[config.mk]
export PLATFORM = sky130hd
export DESIGN_NAME = power_feature_extractor
export DESIGN_NICKNAME = d
export VERILOG_FILES = /design/src/rtl/power_feature_extractor.sv
export SDC_FILE = /design/constraint.sdc
export NUM_CORES = 1
export LEC_CHECK = 0
export ABC_AREA = 1
export CAP_MARGIN = 10
export CORE_ASPECT_RATIO = 1.5
export CORE_UTILIZATION = 38
export CTS_BUF_LIST = sky130_fd_sc_hd__clkbuf_8
export DETAILED_ROUTE_END_ITERATION = 8
export PLACE_DENSITY_LB_ADDON = 0.2
export SETUP_SLACK_MARGIN = 0.3
export SLEW_MARGIN = 20
export SYNTH_ARGS = -nofsm -noshare
export SYNTH_HDL_FRONTEND = slang
export SYNTH_SLANG_ARGS = --single-unit
[constraint.sdc]
create_clock -name clk -period 11.1 [get_ports clk]
set_input_delay 1.11 -clock clk [delete_from_list [all_inputs] [get_ports clk]]
set_output_delay 1.11 -clock clk [all_outputs]
set_load 0.05 [all_outputs]
[src/rtl/power_feature_extractor.sv]
// Power-trace feature extractor: accumulates 2**LOG2_N accepted Q3.7 samples and
// emits energy, peak, mean and bus Hamming distance with a one-cycle valid pulse.
module power_feature_extractor #(
    parameter int LOG2_N = 3,
    parameter int FRAC   = 7
) (
    input  logic       clk,
    input  logic       rst,
    input  logic       clear,
    input  logic       sample_valid,
    output logic       sample_ready,
    input  logic [9:0] sample,
    input  logic [7:0] bus_data,
    output logic [9:0] energy,
    output logic [9:0] peak_power,
    output logic [9:0] mean_power,
    output logic [7:0] hamming_dist,
    output logic       feat_valid,
    output logic       state_dbg
);

    localparam int SUM_W = 10 + LOG2_N;
    localparam int SQ_W  = 20 + LOG2_N;
    localparam int HD_W  = 8 + LOG2_N;
    localparam logic [LOG2_N-1:0] LAST = '1;

    typedef enum logic {
        ACCUM = 1'b0,
        EMIT  = 1'b1
    } state_t;

    state_t state, state_nxt;

    logic [SUM_W-1:0]  sum_acc;
    logic [SQ_W-1:0]   sq_acc;
    logic [HD_W-1:0]   hd_acc;
    logic [9:0]        peak;
    logic [7:0]        prev_bus;
    logic [LOG2_N-1:0] count;
    logic [19:0]       sample_sq;
    logic [3:0]        bus_flips;
    logic              accept;

    function automatic logic [3:0] popcount8(input logic [7:0] v);
        logic [3:0] c;
        c = 4'd0;
        for (int i = 0; i < 8; i++) begin
            c = c + {3'd0, v[i]};
        end
        return c;
    endfunction

    // Handshake: a sample transfers on a rising edge where sample_valid && sample_ready.
    // sample_ready is high only in ACCUM with clear low; valid may drop at any time.
    assign accept    = sample_valid && sample_ready;
    assign sample_sq = {10'd0, sample} * {10'd0, sample};
    assign bus_flips = popcount8(bus_data ^ prev_bus);
    assign state_dbg = state;

    always_ff @(posedge clk or negedge rst) begin
        if (!rst) begin
            state <= ACCUM;
        end else begin
            state <= state_nxt;
        end
    end

    always_comb begin
        state_nxt    = state;
        sample_ready = 1'b0;
        case (state)
            ACCUM: begin
                sample_ready = !clear;
                if (sample_valid && !clear && count == LAST) begin
                    state_nxt = EMIT;
                end
            end
            EMIT:    state_nxt = ACCUM;
            default: state_nxt = ACCUM;
        endcase
        if (clear) begin
            state_nxt = ACCUM;
        end
    end

    always_ff @(posedge clk or negedge rst) begin
        if (!rst) begin
            sum_acc      <= '0;
            sq_acc       <= '0;
            hd_acc       <= '0;
            peak         <= '0;
            prev_bus     <= '0;
            count        <= '0;
            energy       <= '0;
            peak_power   <= '0;
            mean_power   <= '0;
            hamming_dist <= '0;
            feat_valid   <= 1'b0;
        end else begin
            feat_valid <= 1'b0;
            if (clear) begin
                // Abort the window; outputs and the bus history survive.
                sum_acc <= '0;
                sq_acc  <= '0;
                hd_acc  <= '0;
                peak    <= '0;
                count   <= '0;
            end else if (state == EMIT) begin
                mean_power   <= sum_acc[LOG2_N +: 10];
                energy       <= (|sq_acc[SQ_W-1:FRAC+10]) ? 10'h3FF : sq_acc[FRAC +: 10];
                peak_power   <= peak;
                hamming_dist <= (|hd_acc[HD_W-1:8]) ? 8'hFF : hd_acc[7:0];
                feat_valid   <= 1'b1;
                sum_acc      <= '0;
                sq_acc       <= '0;
                hd_acc       <= '0;
                peak         <= '0;
                count        <= '0;
            end else if (accept) begin
                sum_acc  <= sum_acc + SUM_W'(sample);
                sq_acc   <= sq_acc + SQ_W'(sample_sq);
                hd_acc   <= hd_acc + HD_W'(bus_flips);
                prev_bus <= bus_data;
                count    <= count + 1'b1;
                if (count == '0 || sample > peak) begin
                    peak <= sample;
                end
            end
        end
    end

endmodule

Figure 1. Pin placement.
Scale: 1.5 px per µm. Pins as bars across the die edge, other pins in gray.
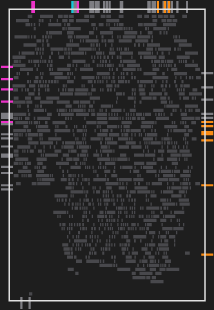
[`sample_valid`] cyan | pins: 1 | direction: input | edge: top
[`hamming_dist`] magenta | pins: 8 | direction: output | edge: 5 left, 3 top
[`sample`] orange | pins: 10 | direction: input | edge: 7 right, 3 top
all pins by edge: 31 top, 18 left, 12 right, 2 bottom

Figure 2. M2 wires.
Scale: 2 px per µm.
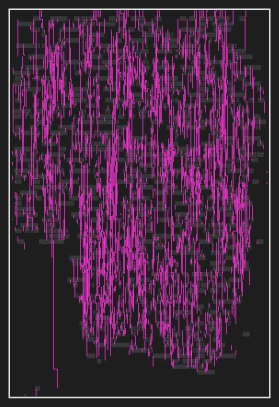
main direction: vertical
longest straight run: 86.4 µm

Figure 3. Cell classes on the final placement.
Scale: 2 px per µm. Fill, decap, tap and diode cells in gray.
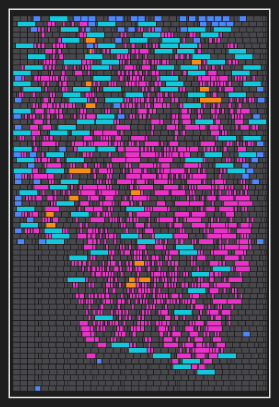
[remaining buffers and delay cells] blue | cells: 64 | share of their area: 6.3%
[registers] cyan | cells: 108 | share of their area: 27%
[remaining logic cells] magenta | cells: 1060 | share of their area: 64%
[clock drivers and dummy loads] orange | cells: 16 | share of their area: 2.3%

Figure 4. Clock wires, drivers and flops.
Scale: 3 px per µm.
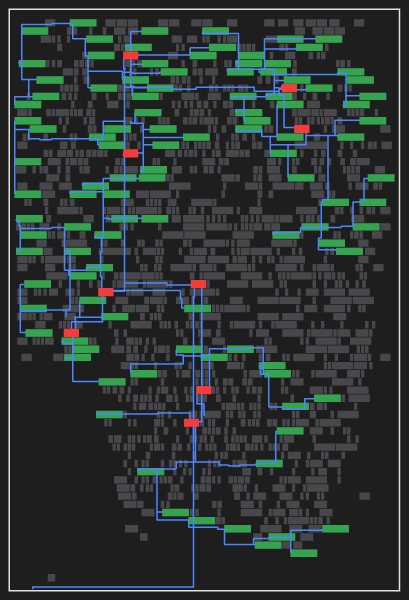
[clock-net drivers] red | count: 9
[clock wires] blue | length: 1710 µm
[flip-flops] green | count: 108
flops lie: all over the die

Figure 5. The clock network.
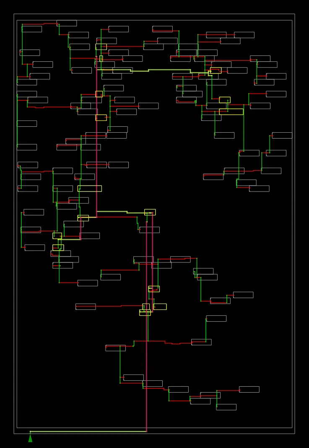
Final Skew: 0.0170 ns
CTS buffer count: 9
CTS sink count: 108
Flops: 108
P_clk: 0.291 mW

==> reports/metrics.csv <==
metric,value,unit
Max-Cap Viols,0,
post-DR vias/cell,4.77,
YS warnings,0,
status,completed,
most frequent cell on the critical path,nand2_1,
RR Endpoint,hd_acc[10]$_DFFE_PN0P_,
Layout clock area frac,0.0224,
post-CTS resize count,0,
Final nets,1423,
Max stage delay on crit path,0.95,ns
Worst VDD drop,152,µV
cell count after placement,1551,
Hold Fails Final Rpt,0,
Core Area,23800,µm²
Peak Freq,0.164,GHz
via count,7468,
Mean Syn Cell Area,7.73,µm²
Top Layout Cells,"nand2_1 (365), inv_1 (245), dfrtp_1 (108)",
CTS tree,done,
chip area,25000,µm²
clock slew at reported path FFs,0.11,ns
top cell type by total area after synthesis,dfrtp_1,
post-route cell area,10400,µm²
post-synthesis cell type count,37,
Layout Cells excl Fill,1567,
Antenna diodes,0,
Dominant cell area share,0.291,
sw frac,0.511,
clock share of power,0.133,
crit path DRT,11.44,ns
drt pass-1 iters,6,
RD Place Congestion,0.882,
worst-path cell chain,clkdlybuf4s50_1 -> nand2_1 -> fa_1 -> inv_1 -> fa_1 -> fa_1 -> fa_1 -> inv_1 -> fa_1 -> inv_1 -> ha_1 -> nand2_1 -> inv_1 -> a21oi_1 -> nand3_1 -> nand2_1 -> nand2_1 -> nand2_1 -> nand3_1 -> nand2_1,
Gate Area,5480,µm²
first-pass GRT wire length,39000,µm
pins over their slew limit,0,
fin util,0.436,
Power and IR drop assume default switching activity.
